$ cat src/rtl/cache_alloc_pkg.sv
// ---------------------------------------------------------------------------
// cache_alloc_pkg : shared constants and helpers for cache slot allocators
// Rev 1.0
// ---------------------------------------------------------------------------
`default_nettype none

package cache_alloc_pkg;

  localparam int MAX_LOG_ENTRIES = 6;

  // Smallest r with 2**r >= slots.
  function automatic int clog2_slots(input int slots);
    int r;
    r = 0;
    while ((1 << r) < slots) r++;
    return r;
  endfunction

endpackage

`default_nettype wire

$ cat src/rtl/onehot_decoder.sv
// ---------------------------------------------------------------------------
// onehot_decoder : enable-gated index to one-hot mask decoder
// Rev 1.0
// ---------------------------------------------------------------------------
`default_nettype none

module onehot_decoder
  import cache_alloc_pkg::*;
#(
  parameter int LOG_INPUTS = 2
) (
  input  logic                     en,
  input  logic [LOG_INPUTS-1:0]    idx,
  output logic [2**LOG_INPUTS-1:0] out
);

  always_comb begin
    out = '0;
    if (en) out[idx] = 1'b1;
  end

endmodule

`default_nettype wire

$ cat src/rtl/slot_allocator.sv
// ---------------------------------------------------------------------------
// slot_allocator : busy-bitmap slot tracker, lowest-free grant, indexed release
// Rev 1.0
// ---------------------------------------------------------------------------
`default_nettype none

module slot_allocator
  import cache_alloc_pkg::*;
#(
  parameter int LOG_ENTRIES = 2
) (
  input  logic                      clk,
  input  logic                      reset,
  input  logic                      alloc_req,
  output logic                      alloc_gnt,
  output logic [LOG_ENTRIES-1:0]    alloc_idx,
  input  logic                      free_valid,
  input  logic [LOG_ENTRIES-1:0]    free_idx,
  output logic [2**LOG_ENTRIES-1:0] busy_mask,
  output logic [LOG_ENTRIES:0]      count,
  output logic                      full,
  output logic                      empty,
  output logic                      free_err
);

  localparam int N  = 1 << LOG_ENTRIES;
  localparam int CW = LOG_ENTRIES + 1;

  if (LOG_ENTRIES < 1 || LOG_ENTRIES > MAX_LOG_ENTRIES) begin : g_param_check
    $error("slot_allocator: LOG_ENTRIES out of range");
  end

  logic [N-1:0]           busy_q, busy_d;
  logic [CW-1:0]          count_q, count_d;
  logic                   free_err_q, free_err_d;
  logic [LOG_ENTRIES-1:0] free_slot;
  logic [N-1:0]           set_mask, clear_mask;
  logic                   legal_free;

  assign full  = (count_q == CW'(N));
  assign empty = (count_q == '0);

  // Descending scan so the lowest free index is the last one written.
  always_comb begin
    free_slot = '0;
    for (int i = N - 1; i >= 0; i--) begin
      if (!busy_q[i]) free_slot = LOG_ENTRIES'(i);
    end
  end

  assign alloc_gnt  = alloc_req & ~full;
  assign alloc_idx  = alloc_gnt ? free_slot : '0;
  assign legal_free = free_valid & busy_q[free_idx];

  onehot_decoder #(.LOG_INPUTS(LOG_ENTRIES)) u_set_dec (
    .en  (alloc_gnt),
    .idx (free_slot),
    .out (set_mask)
  );

  onehot_decoder #(.LOG_INPUTS(LOG_ENTRIES)) u_clear_dec (
    .en  (free_valid),
    .idx (free_idx),
    .out (clear_mask)
  );

  // Set is applied after clear: an illegal free aimed at the slot being
  // granted this cycle must not undo the grant.
  always_comb begin
    busy_d     = (busy_q & ~clear_mask) | set_mask;
    count_d    = count_q + CW'(alloc_gnt) - CW'(legal_free);
    free_err_d = free_valid & ~busy_q[free_idx];
  end

  always_ff @(posedge clk or posedge reset) begin
    if (reset) begin
      busy_q     <= '0;
      count_q    <= '0;
      free_err_q <= 1'b0;
    end else begin
      busy_q     <= busy_d;
      count_q    <= count_d;
      free_err_q <= free_err_d;
    end
  end

  assign busy_mask = busy_q;
  assign count     = count_q;
  assign free_err  = free_err_q;

endmodule

`default_nettype wire

$ cat config.mk
export PLATFORM = sky130hd
export DESIGN_NAME = slot_allocator
export DESIGN_NICKNAME = d
export VERILOG_FILES = /design/src/rtl/cache_alloc_pkg.sv /design/src/rtl/onehot_decoder.sv /design/src/rtl/slot_allocator.sv
export SDC_FILE = /design/constraint.sdc
export NUM_CORES = 1
export LEC_CHECK = 0
export CAP_MARGIN = 20
export CORE_AREA = 2 2 39 41
export DETAILED_ROUTE_END_ITERATION = 7
export DIE_AREA = 0 0 41 43
export PLACE_DENSITY_LB_ADDON = 0.3
export SETUP_SLACK_MARGIN = 0.4
export SYNTH_ARGS = -nofsm -noshare
export SYNTH_HDL_FRONTEND = slang
export SYNTH_SLANG_ARGS = --single-unit
$ cat constraint.sdc
create_clock -name clk -period 2.15 [get_ports clk]
set_input_delay 0.43 -clock clk [delete_from_list [all_inputs] [get_ports clk]]
set_output_delay 0.43 -clock clk [all_outputs]
set_load 0.02 [all_outputs]
**Signal wires on met2**

Scale: 8 px per um.
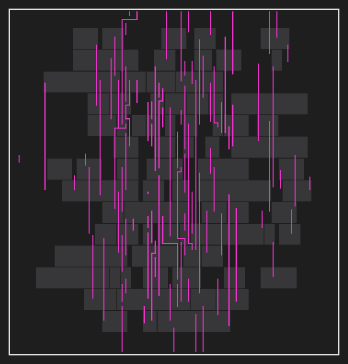
longest straight run = 21.1 um
wire length on this layer = 595 um
share of all routed wire = 49%
main direction = vertical
Vias: 434
WL final: 1.20 mm
Global Route met2 Usage: 22.5%

**I/O pins on the die edge**

Scale: 6 px per um. Pins as bars across the die edge, other pins in grey.
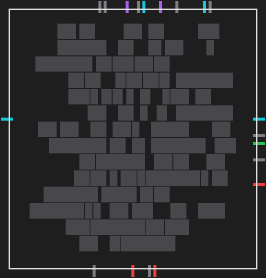
red -> count  # pins 3, direction output, edge 2 bottom, 1 right
cyan -> busy_mask  # pins 4, direction output, edge 2 top, 1 left, 1 right
purple -> alloc_idx  # pins 2, direction output, edge top
green -> alloc_req  # pins 1, direction input, edge right
all pins by edge = 9 top, 5 right, 4 bottom, 1 left
Die H: 43 um
Die X: 41 um

**Clock wiring as the flow saved it**

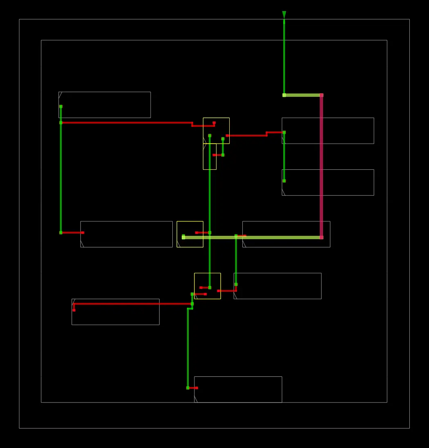
CTS sink count: 8
clk_skew: 0.00778 ns
Clock Buffer Count: 4

==> impl_metrics.yaml <==
# flow metrics
run_status:
  status: "complete, but fails checks"
  violations: "negative setup slack"
synthesis:
  ys_sh_aoi_pct: 8.81
  most_common_cell: "dfrtp_1"
  synth.avg_cell_area_um2: 10.2
  topCombFamilyByArea: "simple AND/OR/NAND/NOR gates"
  yosysWarnings: 0
  syn_area_um2: 440
  synthArstFlopShare_pct: 100
  synth_seq_share_pct: 45.5
  synth.distinct_cells: 20
  synth_area_leader_cell: "dfrtp_1"
  ys_sh_xor_pct: 3.98
  top_cell_area_share_pct: 45.5
  netlist_instances: 43
  edf_count: 0
  floorplan.nets: 52
  ys_sh_mux_pct: 5.11
  ff_type: "dfrtp_1"
  ys_cells: 43
  ys.flops: 8
  ys_sh_simple_pct: 21.3
  topCellsByArea: "dfrtp_1 (45%), ha_1 (5.7%), inv_1 (5.1%)"
  fa_ha_area_share_pct: 10.2
  common_cells: "dfrtp_1 (8), inv_1 (6), nand2_1 (4), o21ai_0 (4), nand3_1 (3)"
floorplan:
  dieArea_um2: 1760
  core_area_um2: 1380
  rows: 14
  tap_cells: 16
  initCoreUtil_pct: 31.8
  ios: 19
global_routing:
  antenna_found_initial: 0
  grtUsageMet3_pct: 3.14
  grt_usage_pct: 16.6
  grt_overflow: 0
  busiest_layer: "met1"
  grt_max_degree: 9
  grt_pass1_wl_mm: 1.90
  grt_pass1_vias: 420
clock_tree:
  clk_path_buf_depth: 2
  h-tree-depth: 1
  cts_buffers: 3
  tritoncts: "done"
  clk_pin_slew_ns: 0.06
  holdBufCountCts: 0
  clock_latency_ns: 0.25
  cts_resized: 44
  cts_setup_buffers: 4
  root_buffer: "clkbuf_4"
hold_path:
  hold_path.class: "input pin to asynchronous set/reset pin"
setup_path:
  worst_setup_path_start_kind: "input pin"
  reg2reg_to: "count[2]"
  r2r-start: "busy_mask[3]"
  cp.depth: 10
  critPathKind: "input pin to flop"
  crit_chain: "clkdlybuf4s15_1 > mux4_2 > and2_4 > ha_4 > inv_2 > ha_4 > inv_2 > fa_2 > xnor2_2 > xnor2_1"
  crit_path_max_incr_delay_ns: 0.52
  cp_top_family: "adder cells"
  critPathMaxFanout: 2
  rr_worst_depth: 9
  cp.arrival_ns: 2.36
  reg2reg_slack_ns: -0.07
  cp_num_buf_inv: 3
  critPathCaptureType: "flop"
  critPathLaunch: "free_idx[0]"
  crit_required_ns: 2.28
timing:
  worst_hold_slack_ns: 0.424
  setup_viol: 1
  maxSlewHeadroom_pct: 78.5
  min_period_over_period_pct: 103
  worst_slew_pin_slew_ns: 0.322
  maxSlewViolCount: 0
  fmax_mhz: 450
  timing.final.ws_setup_ns: -0.0721
  rsz0062_at_grt: "yes"
  period_needed_ns: 2.22
finish:
  drive_above_1_share_pct: 51.9
  buffers: 32
  largest_class: "multi-input combinational cells"
  seq_share_pct: 24.9
  num-nonclk-inverters: 6
  comb_area_share_pct: 34.3
  seq_cells: 8
  most-common-layout-cells: "buf_4 (17), dlygate4sd2_1 (8)"
  num-multi-input-gates: 29
  layout_top_cell: "buf_4"
  post_layout_nonfiller_instances: 95
  final_nets: 89
  buf_share_pct: 32.4
  clock_tree_area_fraction_pct: 3.19
  mi_logic_area_um2: 283
power_and_ir_drop:
  powerSeq_mw: 0.275
  vdd_drop_max_mv: 0.814
  sequentialPowerShare_pct: 21.4
  p_comb_share_pct: 68.8
  p_clk_mw: 0.126
  power_mw: 1.29
  internal-power_mw: 0.748
  pwr-share-clk_pct: 9.8
  power.switching_mw: 0.538
  pg_comb_mw: 0.884
  p_leak_nw: 0.400
detailed_routing:
  wl_met1_um: 538
  highest-signal-layer: "met4"
  wl_per_cell_um: 12.7
  wl_met3_um: 55
  ant_nets: 0
  drc: 0
  route.met2.wl_um: 594
  via_per_inst: 4.57
placement:
  gp_congestion: 0.868
  dp_hpwl_um: 885
  io_buffers: 18
  dpl_cell_area_um2: 723
  placed_cells: 87
flow_run:
  tool_warnings: 29
==> kinds of logic (layout without fill, tap and decap cells) <==
group,after synthesis,after routing
simple gates,16,16
mux,1,1
compound gates,7,7
buf+inv,6,42
fa+ha+maj,3,3
flops,8,8
xor+xnor,2,2
==> registers in the layout (all words and copies together), names as in the netlist <==
register	count
free_err	1
busy_mask	4
count	3
==> per-stage QoR <==
stage          utilization (%)  TNS [ns]
4_1_cts                   57.7    -0.120
5_1_grt                   59.5    -0.160
3_3_place_gp              52.3     -1.65
3_5_place_dp              52.3     -1.78
2_1_floorplan                -    -0.202
6_report                  59.5   -0.0721
Power is estimated from default activity; no workload was simulated.
